met1.png
Supply wires on this layer in gray.
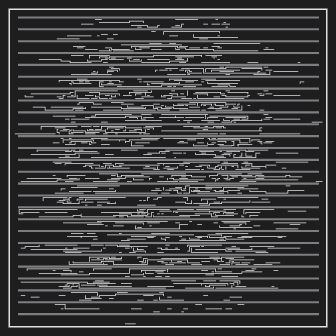
met2.png
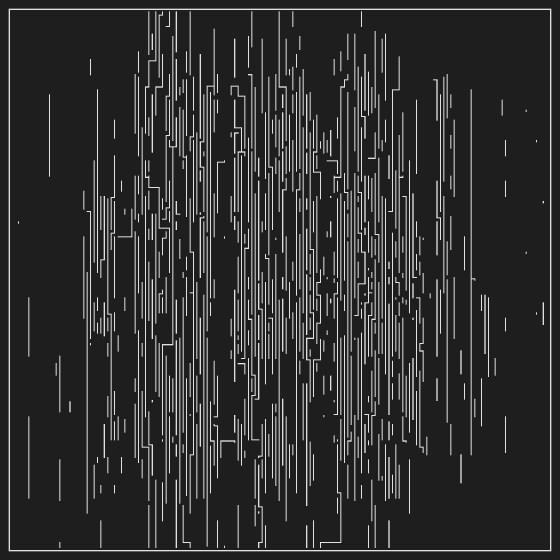
met3.png
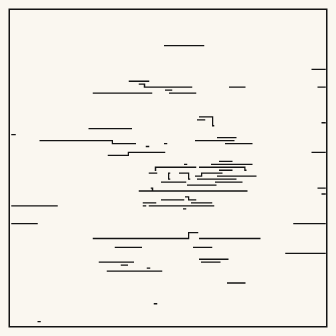
met4.png
Scale bar: 20 um. Supply wires on this layer in gray.
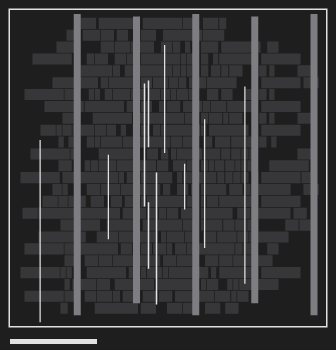
final_clocks.png
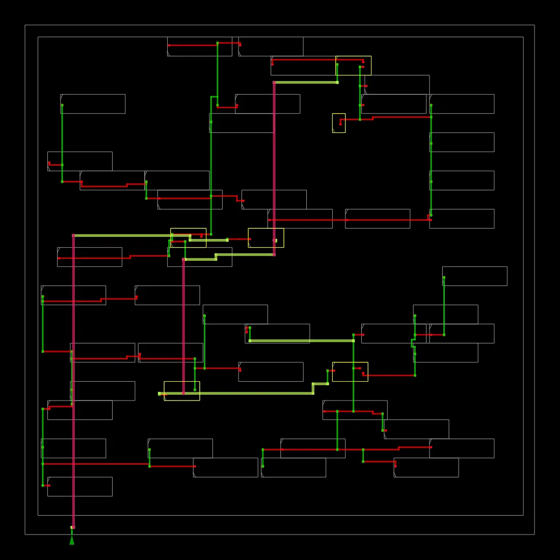
===== config.mk =====
export PLATFORM = sky130hd
export DESIGN_NAME = mult_prod_accum
export DESIGN_NICKNAME = d
export VERILOG_FILES = /design/src/rtl/mult_prod_accum.sv
export SDC_FILE = /design/constraint.sdc
export NUM_CORES = 1
export LEC_CHECK = 0
export CAP_MARGIN = 5
export CORE_MARGIN = 1.5
export CORE_UTILIZATION = 48
export DETAILED_ROUTE_END_ITERATION = 10
export GPL_ROUTABILITY_DRIVEN = 0
export GPL_TIMING_DRIVEN = 0
export PLACE_DENSITY = 0.81
export SLEW_MARGIN = 20
export SYNTH_ARGS = -nofsm -noshare
export SYNTH_HDL_FRONTEND = slang
export SYNTH_SLANG_ARGS = --single-unit

===== constraint.sdc =====
create_clock -name clk -period 1.92 [get_ports clk]
set_input_delay 0.48 -clock clk [delete_from_list [all_inputs] [get_ports clk]]
set_output_delay 0.48 -clock clk [all_outputs]
set_load 0.03 [all_outputs]

===== src/rtl/mult_prod_accum.sv =====
// rtl/mult_prod_accum.sv - accumulates multiplier product beats per vector into a held sum/count/overflow result
module mult_prod_accum #(
    parameter int PROD_W = 8,
    parameter int ACC_W  = 16,
    parameter int CNT_W  = 5
) (
    input  logic              clk,
    input  logic              rst_n,
    input  logic              clr,
    input  logic              in_valid,
    output logic              in_ready,
    input  logic [PROD_W-1:0] in_prod,
    input  logic              in_last,
    output logic              out_valid,
    input  logic              out_ready,
    output logic [ACC_W-1:0]  out_sum,
    output logic [CNT_W-1:0]  out_count,
    output logic              out_ovf
);

    typedef enum logic {ACCUM, HOLD} state_t;

    localparam logic [CNT_W-1:0] CNT_MAX = '1;

    state_t             state_q, state_d;
    logic [ACC_W-1:0]   acc_q, acc_d;
    logic [CNT_W-1:0]   cnt_q, cnt_d;
    logic               ovf_q, ovf_d;
    logic [ACC_W-1:0]   res_sum_q, res_sum_d;
    logic [CNT_W-1:0]   res_cnt_q, res_cnt_d;
    logic               res_ovf_q, res_ovf_d;

    logic               accept;
    logic               out_hs;
    logic [ACC_W:0]     sum_ext;
    logic [CNT_W-1:0]   cnt_inc;

    assign out_valid = (state_q == HOLD);
    assign in_ready  = !out_valid || out_ready;
    assign accept    = in_valid && in_ready && !clr;
    assign out_hs    = out_valid && out_ready;
    assign sum_ext   = {1'b0, acc_q} + {{(ACC_W + 1 - PROD_W){1'b0}}, in_prod};
    assign cnt_inc   = (cnt_q == CNT_MAX) ? CNT_MAX : cnt_q + CNT_W'(1);

    assign out_sum   = res_sum_q;
    assign out_count = res_cnt_q;
    assign out_ovf   = res_ovf_q;

    // acc/cnt/ovf are already zero while a result is held, so a beat taken during
    // the result handshake naturally starts the next vector from zero.
    always_comb begin
        state_d   = state_q;
        acc_d     = acc_q;
        cnt_d     = cnt_q;
        ovf_d     = ovf_q;
        res_sum_d = res_sum_q;
        res_cnt_d = res_cnt_q;
        res_ovf_d = res_ovf_q;
        if (clr) begin
            state_d = ACCUM;
            acc_d   = '0;
            cnt_d   = '0;
            ovf_d   = 1'b0;
        end else begin
            if (out_hs) begin
                state_d = ACCUM;
            end
            if (accept) begin
                if (in_last) begin
                    res_sum_d = sum_ext[ACC_W-1:0];
                    res_cnt_d = cnt_inc;
                    res_ovf_d = ovf_q || sum_ext[ACC_W];
                    acc_d     = '0;
                    cnt_d     = '0;
                    ovf_d     = 1'b0;
                    state_d   = HOLD;
                end else begin
                    acc_d = sum_ext[ACC_W-1:0];
                    cnt_d = cnt_inc;
                    ovf_d = ovf_q || sum_ext[ACC_W];
                end
            end
        end
    end

    always_ff @(posedge clk or negedge rst_n) begin
        if (!rst_n) begin
            state_q   <= ACCUM;
            acc_q     <= '0;
            cnt_q     <= '0;
            ovf_q     <= 1'b0;
            res_sum_q <= '0;
            res_cnt_q <= '0;
            res_ovf_q <= 1'b0;
        end else begin
            state_q   <= state_d;
            acc_q     <= acc_d;
            cnt_q     <= cnt_d;
            ovf_q     <= ovf_d;
            res_sum_q <= res_sum_d;
            res_cnt_q <= res_cnt_d;
            res_ovf_q <= res_ovf_d;
        end
    end

endmodule

==> reports/qor.yml <==
grt:
  grt_max_degree: 28
  grt_pass1_vias: 1997
  grt_overflow: 0
  grt_first_pass_wirelength_um: 10020
  antenna_found_initial: 0
  track_usage_pct: 25.61
cts:
  cts_tree: "built"
  htreeDepth: 2
  cts.clk_slew.worst_paths_ns: 0.08
  clockBufferDepth: 2
  numCtsBuffers: 5
  cts-root-buf: "clkbuf_8"
floorplanning:
  rows: 25
  chipArea_um2: 5245
  fp_util_pct: 49.31
  coreArea_um2: 4692
  io_pins: 38
  die_w_um: 72.43
  fp.dieH_um: 72.43
route:
  first_pass_iters: 5
  avgRoutedWirePerCell_um: 18.81
  wl_met1_um: 2766
  viasPerCell: 6.085
  drc_errors: 0
  ant_nets: 0
  dr_wl_met3_um: 392
  drt_iter0_drc: 281
  wl_met2_um: 3412
  dr.max_layer_used: "met4"
layout:
  drive_gt1_share_pct: 25.89
  final_util_pct: 71.17
  ff_latch_area_um2: 1126
  area_growth_pct: 44.35
  finish.instance_area_um2: 3339
  stdcell_count: 363
  final-comb-area_um2: 1379
  num_antenna_cells: 0
  final_nets: 334
  nFillCells: 326
  layout_top_cells: "dfrtp_1 (45), nand2_1 (40), buf_4 (28)"
  layout.cells.most_common: "dfrtp_1"
setup_path:
  path_buffers: 1
  reg2reg_slack_ns: -0.19
  cp.required_ns: 2.10
  worst_r2r_startpoint: "acc_q[0]"
  endpoint_kind: "register"
  path_max_fanout: 6
  cpLargestDelayFamily: "adder cells"
  arrival_ns: 2.29
  crit_type: "reg2reg"
  cp_slowest_stage_delay_ns: 0.42
  rr_worst_depth: 8
  crit_chain: "ha_4 -> fa_2 -> a211oi_4 -> o211ai_4 -> nand4_1 -> buf_4 -> xnor2_2 -> o21ai_1"
  cpMaxStageDelayCell: "dfrtp_1"
  critPathLaunchType: "register"
  r2r_end: "out_sum[14]"
  startpoint: "acc_q[0]"
final_timing:
  period_minus_slack_ns: 2.112
  worst_slew_pin_slew_ns: 0.6356
  fin_tns_setup_ns: -0.4455
  fin_crit_sh_pct: 110.0
  fmax_mhz: 473.6
  slew_viol_final: 0
  fin_hold_ws_ns: 0.1879
  hold_viol: 0
  relSlewSlack_pct: 57.63
  finalSetupViolations: 7
  worst_slack_ns: -0.1915
  rsz0062_at_grt: "true"
  finClkSkew_ns: 0.008157
yosys:
  yosys_warnings: 0
  netlist_instances: 235
  syn_area_um2: 2313
  synthesis.nets: 259
  yosysSeqAreaShare_pct: 48.67
  synth_cell_types: 40
  yosys_area_um2: 2313
  yosys_cells: 235
  ys_seq_elements: 45
  syn_avg_cell_area_um2: 9.845
worst_hold_path:
  hold_class: "in2async"
power_and_ir_drop:
  switching_share_pct: 32.40
  irDropWorstVdd_uv: 483.8
  pwr-share-seq_pct: 46.4
  p_sw_mw: 0.7472
  power_frac_comb_pct: 29.4
  pwr-share-clk_pct: 24.3
  finalPower_mw: 2.306
  leakagePower_nw: 1.466
  internal_power_mw: 1.559
  power_density_nw_per_um2: 690.5
job:
  warning_count: 28
  cap_violations: 0
place:
  pre_cts_slack_ns: -0.6576
  portBuffers: 36
  hpwlAfterDp_um: 3887
  dp_cells: 326
  dpl-instance-area_um2: 2794
outcome:
  outcome: "complete, but fails checks"
  violations: "setup timing"
-- met1.png (at the start) --
309 nets have wire on it. The layer holds 41% of the routed length.
M1 GR Usage: 33.24%
Routed WL: 6828 um
vias after detailed routing: 2209

-- met2.png (at the start) --
297 nets have wire on it. The longest straight run is 49.0 um. The wires run mostly vertical. The layer carries 3410 um of wire. The layer holds 50% of the routed length.
met2 Use GR: 41.87%

-- met3.png (at the start) --
The longest straight run is 24.6 um. The layer carries 393 um of wire.
met3 global-route usage: 4.861%

-- met4.png (at the start) --
The layer carries 257 um of wire. The layer holds 3.8% of the routed length.

-- final_clocks.png (at the start) --
clk_buf instances: 5
Sink Count: 45
Latency at later pin: 0.30 ns
clk pwr: 0.559 mW
FFs & Latches: 45

==> registers in the layout (all words and copies together) (netlist names) <==
| signal | count |
|---|---|
| acc_q | 16 |
| cnt_q | 5 |
| out_count | 5 |
| out_ovf | 1 |
| out_sum | 16 |
| out_valid | 1 |
| ovf_q | 1 |
==> timing repair <==
| item | in CTS | in global routing |
|---|---|---|
| gates resized | 45 | 20 |
| setup endpoints to repair | 41 | 25 |
| pin swaps | 23 | 22 |
| cloned | 1 | 0 |
| setup buffers | 13 | 17 |
| hold buffers | 0 | 0 |
==> cell type report <==
cell class,count,area share (%)
multi-input combinational,174,41.29
sequential,45,33.72
buffer,8,1.499
clock buffer,5,2.061
timing repair buffer,68,18.36
inverter,8,0.8992
tap,54,2.023
clock inverter,1,0.1499
==> cells by family after synthesis <==
logic type | share of synthesized area (%)
flops | 48.67
fa+ha+maj | 5.733
buf+inv | 3.353
compound gates | 20.01
mux | 0.4867
simple gates | 16.06
xor+xnor | 5.678
==> synthesized netlist by cell type <==
cell type	number	area, um2
dfrtp_1	45	1126
o21ai_0	25	125.1
nand2_1	40	150.1
o2bb2ai_1	1	8.760
xnor2_1	10	87.58
nand2b_1	1	6.260
a31oi_1	6	37.54
and4_1	1	8.760
a21oi_1	14	70.07
a21oi_2	1	8.760
o211ai_1	2	15.01
nor3b_2	1	12.51
fa_1	1	20.02
clkbuf_1	4	15.01
ha_1	9	112.6
a21o_1	4	30.03
and3_1	2	12.51
o21a_1	1	7.510
o211ai_2	1	12.51
nor2b_1	1	6.260
buf_2	2	10.01
buf_6	2	22.52
nor3_1	1	5.000
o22ai_1	1	6.260
nand4_1	3	18.77
or3_4	1	11.26
o31ai_1	2	15.01
nor3_2	2	20.02
or3_1	7	43.79
mux2_2	1	11.26
nand2_4	1	11.26
inv_1	8	30.03
a211oi_1	3	22.52
o21bai_1	1	7.510
xor2_1	5	43.79
a22o_1	10	87.58
nand4b_1	1	8.760
nand3_1	6	30.03
nor2_1	7	26.28
o311ai_0	1	8.760
==> power by group through the flow <==
stage | Sequential [mW] | Clock, mW | Combinational, mW
4_1_cts | 1.07 | 0.559 | 0.615
3_5_place_dp | 1.08 | 0 | 0.553
3_3_place_gp | 1.08 | 0 | 0.534
6_report | 1.07 | 0.559 | 0.677
5_1_grt | 1.08 | 0.599 | 0.718
2_1_floorplan | 1.21 | 0 | 0.190
==> worst max-delay path by stage <==
stage                       end  slack, ns  cells after the start
floorplan           out_sum[14]       0.02                      7
global placement       acc_q[9]      -0.84                      1
detailed placement  out_sum[14]      -0.66                      8
CTS                 out_sum[14]      -0.08                      8
global route        out_sum[14]      -0.24                      8
finish              out_sum[14]      -0.19                      8
==> layer usage <==
metal	global-route usage, %	up-vias
met3	4.861	22
met4	11.32	0
met2	41.87	107
li1	-	989
met5	0	-
met1	33.24	1091
No activity file was given, so power comes from the tool's default toggle rates.
